## config.mk

```make
export PLATFORM = sky130hd
export DESIGN_NAME = bus_arb_flat
export DESIGN_NICKNAME = d
export VERILOG_FILES = /design/src/rtl/bus_arb_if.sv /design/src/rtl/bus_arb.sv /design/src/flat_wrapper.sv
export SDC_FILE = /design/constraint.sdc
export NUM_CORES = 1
export LEC_CHECK = 0
export ABC_AREA = 1
export CORE_AREA = 5 5 370 372
export CTS_CLUSTER_SIZE = 20
export DETAILED_ROUTE_END_ITERATION = 6
export DIE_AREA = 0 0 375 377
export HOLD_SLACK_MARGIN = 0.05
export PLACE_DENSITY = 0.37
export SYNTH_ARGS = -nofsm -noshare
export SYNTH_HDL_FRONTEND = slang
export SYNTH_SLANG_ARGS = --single-unit
```

## constraint.sdc

```tcl
create_clock -name clk -period 4.57 [get_ports clk]
set_input_delay 1.371 -clock clk [delete_from_list [all_inputs] [get_ports clk]]
set_output_delay 1.371 -clock clk [all_outputs]
set_load 0.1 [all_outputs]
```

## src/rtl/bus_arb_if.sv

```systemverilog
// Refill-bus bundle between the two cache refill ports, the arbiter and the memory side.
// The master modport is the arbiter's view; the slave modport is the surrounding environment.
interface bus_arb_if #(
  parameter int unsigned LINE_W = 256,
  parameter int unsigned BLK_W  = 59
) ();

  logic [BLK_W-1:0]  b_addr_i;
  logic              b_rd_i;
  logic [LINE_W-1:0] b_rdata_i;
  logic              b_dv_i;

  logic [BLK_W-1:0]  b_addr_d;
  logic              b_rd_d;
  logic [LINE_W-1:0] b_rdata_d;
  logic              b_dv_d;

  logic [BLK_W-1:0]  m_addr;
  logic              m_rd;
  logic              m_ack;
  logic [LINE_W-1:0] m_rdata;
  logic              m_dv;

  logic              busy;
  logic              gnt_d;

  modport master (
    input  b_addr_i, b_rd_i, b_addr_d, b_rd_d, m_ack, m_rdata, m_dv,
    output b_rdata_i, b_dv_i, b_rdata_d, b_dv_d, m_addr, m_rd, busy, gnt_d
  );

  modport slave (
    output b_addr_i, b_rd_i, b_addr_d, b_rd_d, m_ack, m_rdata, m_dv,
    input  b_rdata_i, b_dv_i, b_rdata_d, b_dv_d, m_addr, m_rd, busy, gnt_d
  );

endinterface

```

## src/rtl/bus_arb.sv

```systemverilog
// Round-robin arbiter/sequencer sharing one line-fill bus between the imem and dmem refill ports.
// One refill in flight at a time: grant, request handshake, wait for the line, route it back.
module bus_arb #(
  parameter int unsigned LINE_W = 256,
  parameter int unsigned BLK_W  = 59
) (
  input  logic         clk,
  input  logic         rst_n,
  bus_arb_if.master    io_bus
);

  typedef enum logic [1:0] {StIdle, StReq, StWait, StResp} state_e;

  state_e             r_state, w_state_nxt;
  logic               r_gnt_d, w_gnt_d_nxt;
  logic               r_live, w_live_nxt;
  logic [BLK_W-1:0]   r_addr, w_addr_nxt;
  logic [LINE_W-1:0]  r_rdata_i, w_rdata_i_nxt;
  logic [LINE_W-1:0]  r_rdata_d, w_rdata_d_nxt;
  logic               r_mask_i, r_mask_d;

  logic               w_req_i, w_req_d;
  logic               w_owner_rd;
  logic               w_capture;
  logic               w_dv_i, w_dv_d;

  // A requester that just received its line is ignored for one idle cycle.
  assign w_req_i    = io_bus.b_rd_i & ~r_mask_i;
  assign w_req_d    = io_bus.b_rd_d & ~r_mask_d;
  assign w_owner_rd = r_gnt_d ? io_bus.b_rd_d : io_bus.b_rd_i;

  assign w_dv_i = (r_state == StResp) & r_live & ~r_gnt_d;
  assign w_dv_d = (r_state == StResp) & r_live & r_gnt_d;

  always_comb begin
    w_state_nxt   = r_state;
    w_gnt_d_nxt   = r_gnt_d;
    w_live_nxt    = r_live;
    w_addr_nxt    = r_addr;
    w_rdata_i_nxt = r_rdata_i;
    w_rdata_d_nxt = r_rdata_d;
    w_capture     = 1'b0;

    unique case (r_state)
      StIdle: begin
        if (w_req_i | w_req_d) begin
          w_state_nxt = StReq;
          // On a tie, the requester that was not the last owner wins.
          w_gnt_d_nxt = w_req_d & (~w_req_i | ~r_gnt_d);
          w_addr_nxt  = w_gnt_d_nxt ? io_bus.b_addr_d : io_bus.b_addr_i;
          w_live_nxt  = 1'b1;
        end
      end
      StReq: begin
        w_live_nxt = r_live & w_owner_rd;
        if (io_bus.m_ack) begin
          if (io_bus.m_dv) begin
            w_state_nxt = StResp;
            w_capture   = 1'b1;
          end else begin
            w_state_nxt = StWait;
          end
        end
      end
      StWait: begin
        w_live_nxt = r_live & w_owner_rd;
        if (io_bus.m_dv) begin
          w_state_nxt = StResp;
          w_capture   = 1'b1;
        end
      end
      StResp: begin
        w_state_nxt = StIdle;
      end
      default: begin
        w_state_nxt = StIdle;
      end
    endcase

    // A withdrawn transaction still completes on the bus but its line is dropped.
    if (w_capture && w_live_nxt) begin
      if (r_gnt_d) begin
        w_rdata_d_nxt = io_bus.m_rdata;
      end else begin
        w_rdata_i_nxt = io_bus.m_rdata;
      end
    end
  end

  always_ff @(posedge clk or negedge rst_n) begin
    if (!rst_n) begin
      r_state   <= StIdle;
      r_gnt_d   <= 1'b0;
      r_live    <= 1'b0;
      r_addr    <= '0;
      r_rdata_i <= '0;
      r_rdata_d <= '0;
      r_mask_i  <= 1'b0;
      r_mask_d  <= 1'b0;
    end else begin
      r_state   <= w_state_nxt;
      r_gnt_d   <= w_gnt_d_nxt;
      r_live    <= w_live_nxt;
      r_addr    <= w_addr_nxt;
      r_rdata_i <= w_rdata_i_nxt;
      r_rdata_d <= w_rdata_d_nxt;
      r_mask_i  <= w_dv_i;
      r_mask_d  <= w_dv_d;
    end
  end

  assign io_bus.m_rd      = (r_state == StReq);
  assign io_bus.m_addr    = r_addr;
  assign io_bus.b_dv_i    = w_dv_i;
  assign io_bus.b_dv_d    = w_dv_d;
  assign io_bus.b_rdata_i = r_rdata_i;
  assign io_bus.b_rdata_d = r_rdata_d;
  assign io_bus.busy      = (r_state != StIdle);
  assign io_bus.gnt_d     = r_gnt_d;

endmodule

```

## src/flat_wrapper.sv

```systemverilog
// flat-port wrapper written by rule: the top's interface ports become plain ports
module bus_arb_flat 
#(
  parameter int unsigned LINE_W = 256,
  parameter int unsigned BLK_W  = 59
)
  (clk, rst_n, io_bus_b_addr_i, io_bus_b_rd_i, io_bus_b_addr_d, io_bus_b_rd_d, io_bus_m_ack, io_bus_m_rdata, io_bus_m_dv, io_bus_b_rdata_i, io_bus_b_dv_i, io_bus_b_rdata_d, io_bus_b_dv_d, io_bus_m_addr, io_bus_m_rd, io_bus_busy, io_bus_gnt_d);
  bus_arb_if #(.LINE_W(LINE_W), .BLK_W(BLK_W)) io_bus_i ();
  input  logic clk;
  input  logic rst_n;
  input wire logic [$bits(io_bus_i.b_addr_i)-1:0] io_bus_b_addr_i;
  input wire logic [$bits(io_bus_i.b_rd_i)-1:0] io_bus_b_rd_i;
  input wire logic [$bits(io_bus_i.b_addr_d)-1:0] io_bus_b_addr_d;
  input wire logic [$bits(io_bus_i.b_rd_d)-1:0] io_bus_b_rd_d;
  input wire logic [$bits(io_bus_i.m_ack)-1:0] io_bus_m_ack;
  input wire logic [$bits(io_bus_i.m_rdata)-1:0] io_bus_m_rdata;
  input wire logic [$bits(io_bus_i.m_dv)-1:0] io_bus_m_dv;
  output wire logic [$bits(io_bus_i.b_rdata_i)-1:0] io_bus_b_rdata_i;
  output wire logic [$bits(io_bus_i.b_dv_i)-1:0] io_bus_b_dv_i;
  output wire logic [$bits(io_bus_i.b_rdata_d)-1:0] io_bus_b_rdata_d;
  output wire logic [$bits(io_bus_i.b_dv_d)-1:0] io_bus_b_dv_d;
  output wire logic [$bits(io_bus_i.m_addr)-1:0] io_bus_m_addr;
  output wire logic [$bits(io_bus_i.m_rd)-1:0] io_bus_m_rd;
  output wire logic [$bits(io_bus_i.busy)-1:0] io_bus_busy;
  output wire logic [$bits(io_bus_i.gnt_d)-1:0] io_bus_gnt_d;
  assign io_bus_i.b_addr_i = io_bus_b_addr_i;
  assign io_bus_i.b_rd_i = io_bus_b_rd_i;
  assign io_bus_i.b_addr_d = io_bus_b_addr_d;
  assign io_bus_i.b_rd_d = io_bus_b_rd_d;
  assign io_bus_i.m_ack = io_bus_m_ack;
  assign io_bus_i.m_rdata = io_bus_m_rdata;
  assign io_bus_i.m_dv = io_bus_m_dv;
  assign io_bus_b_rdata_i = io_bus_i.b_rdata_i;
  assign io_bus_b_dv_i = io_bus_i.b_dv_i;
  assign io_bus_b_rdata_d = io_bus_i.b_rdata_d;
  assign io_bus_b_dv_d = io_bus_i.b_dv_d;
  assign io_bus_m_addr = io_bus_i.m_addr;
  assign io_bus_m_rd = io_bus_i.m_rd;
  assign io_bus_busy = io_bus_i.busy;
  assign io_bus_gnt_d = io_bus_i.gnt_d;
  bus_arb #(.LINE_W(LINE_W), .BLK_W(BLK_W)) u_core (.clk(clk), .rst_n(rst_n), .io_bus(io_bus_i));
endmodule
```

==> impl_metrics.yaml <==
# synthesis and place-and-route metrics
clock_network:
  clk_latency_ns: 0.67
  root_buffer: "clkbuf_16"
  path_clk_slew_ns: 0.06
  cts_tree: "done"
  post-cts-setup-buffer-count: 0
  htreeDepth: 3
  hold_buffers: 0
  numClockSinks: 577
grt:
  gr-total-overflow: 0
  use_met2: 0.254
  grt_max_degree: 92
  grt_first_pass_wirelength_mm: 156
  antenna_found_initial: 20
  grt_pass1_vias: 21040
routing:
  wl_mm: 109
  wl_per_cell_um: 20.5
  drtAntennaViolNets: 0
  num_vias: 19967
  dr.pass1.iters: 7
  vias_per_cell: 3.74
  drtIter0Drc: 1118
setup_path:
  cp_num_cells: 1
  r2r_end: "u_core.io_bus.b_rdata_d[42]"
  crit_fanout: 2
  crit_chain: "clkdlybuf4s50_1"
  worstPathArrival_ns: 2.36
  worstSetupStartpointType: "flip-flop"
  max_stage_delay_ns: 1.20
  required_ns: 3.20
  crit-reg2reg-launch: "u_core.r_state[0]"
  crit_type: "reg2out"
  startpoint: "u_core.io_bus.b_rdata_d[12]"
yosys:
  xor_area_frac: 0
  topCellsByArea: "dfrtp_1 (65%), nand2_1 (27%), nor2_1 (2.1%)"
  ys_seq_elements: 577
  async_reset_ff_frac: 1.00
  postSynthSeqShare: 0.651
  yosysWarnings: 0
  ys_sh_aoi: 0.0223
  mux_share: 0
  top_area_frac: 0.651
  common_cells: "nand2_1 (1606), dfrtp_1 (577), nor2_1 (123), buf_2 (68), o31ai_1 (59)"
  ys_cells: 2539
  logic_family: "simple AND/OR/NAND/NOR gates"
  synth-edff-count: 0
  synth.avg_cell_area_um2: 8.74
job:
  cap_violations: 0
  tool_warnings: 30
floorplanning:
  chipArea_mm2: 0.141
  die_width_um: 375
  core_area_mm2: 0.133
layout:
  design_area_mm2: 0.0367
  mostFrequentLayoutCell: "nand2_1"
  mostFrequentLayoutCells: "nand2_1 (1604), clkdlybuf4s50_1 (940), dfrtp_1 (577), nor2_1 (121), clkbuf_16 (76)"
  regArea_mm2: 0.0144
  fin_nets: 3890
  drive_above_1_share: 0.0595
  comb_area_mm2: 0.00712
sta:
  clock.fmax_mhz: 268
  setup_violations: 0
  period_minus_slack_ns: 3.73
  maxSlewHeadroom: 0.189
  fin_ws_ns: 0.843
  worst_slew_pin_slew_ns: 1.21
  rsz0062_at_grt: "false"
min_path:
  worst_hold_startpoint: "u_core.io_bus.b_rdata_d[101]"
  hp-class: "reg2reg"
outcome:
  status: "finished clean"
==> routing by layer <==
metal | wire length, µm | share of wire
met3 | 10500 | 0.096
met2 | 53400 | 0.49
met1 | 42300 | 0.39
met5 | 109 | 0.0010
met4 | 2940 | 0.027
==> cell type report <==
type,count,area share
Antenna cell,9,0.000614
Inverter,15,0.00153
Timing Repair Buffer,1025,0.281
Clock buffer,109,0.0596
Tap cell,1768,0.0603
Clock inverter,27,0.00924
Sequential cell,577,0.394
Multi-Input combinational cell,1810,0.194
==> stage by stage <==
stage,cells,hold slack [ns]
after floorplan,2539,0.525
after global placement,5195,0.460
after detailed placement,5195,0.464
after CTS,5331,0.479
after global routing,5336,0.491
final,5340,0.474
Fig. 1: a small window of the routed layout
The bar under the picture is 10 µm long. Window x 81 to 106, y 82 to 107 µm. Cells in gray, sequential cells in the stronger gray; small squares are vias.
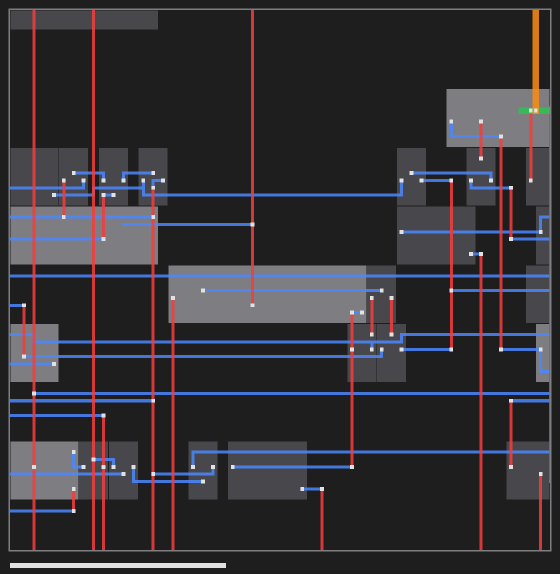
Green marks M3. Red marks M2. Blue marks M1. Orange marks M4.
18 logic cells have their middle in the window. Sequential cells in the window: 3. Most frequent: nand2_1 (11), clkdlybuf4s50_1 (3), dfrtp_1 (3). Netlist names of flops here include u_core.io_bus.b_rdata_i (2), u_core.io_bus.b_rdata_d (1).

Fig. 2: wires at chosen ports, followed through buffers
The bar under the picture is 100 µm long.
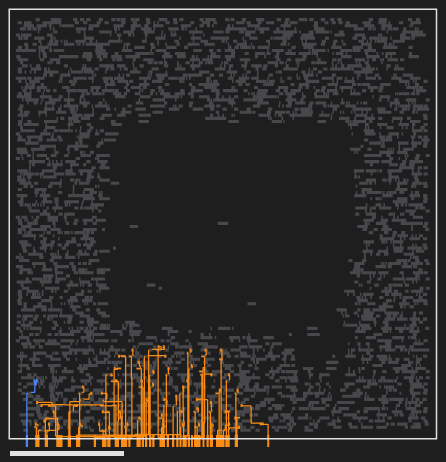
Orange marks io_bus_b_addr_d, bits 59, direction input, edge bottom, end cells 59, buffers 59, wire 2860 µm. Blue marks io_bus_b_rd_i, bits 1, direction input, edge bottom, end cells 3, buffers 1, wire 54.3 µm.
I/O pin count: 956
number of I/O port buffers: 955

Fig. 3: sequential cells colored by netlist name
The bar under the picture is 100 µm long.
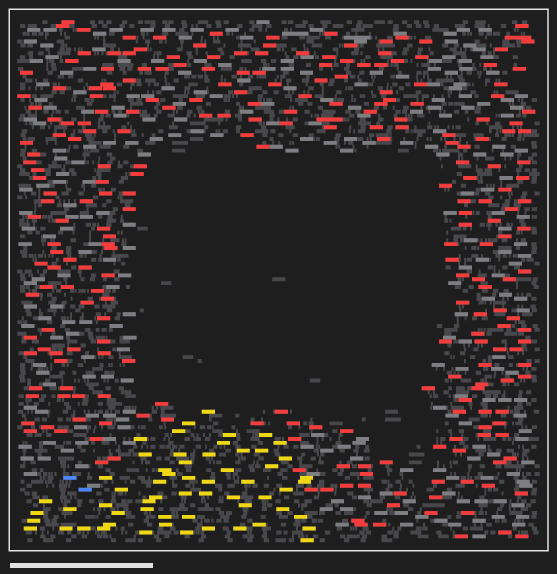
Yellow marks u_core.io_bus.m_addr, placed flops 59. Red marks u_core.io_bus.b_rdata_i, placed flops 256, where widely spread. Blue marks u_core.r_state, placed flops 2.
Another 260 sequential cells are not colored.

Fig. 4: congestion heat map
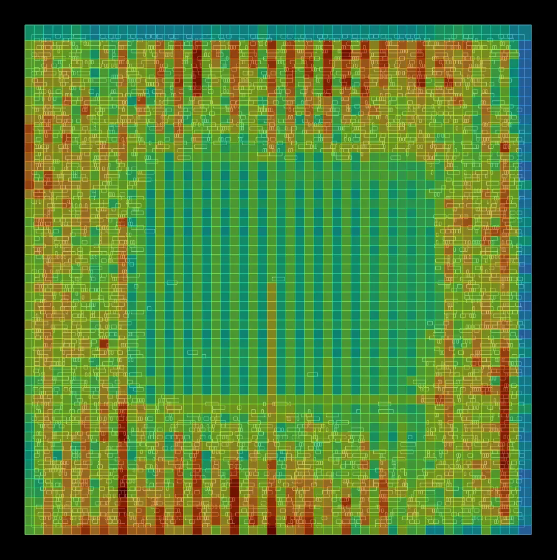
total track usage: 0.149
post-layout util: 0.276
global-route track usage on met1: 0.170
Top Usage Layer GRT: met2
met3 Use GR: 0.0668

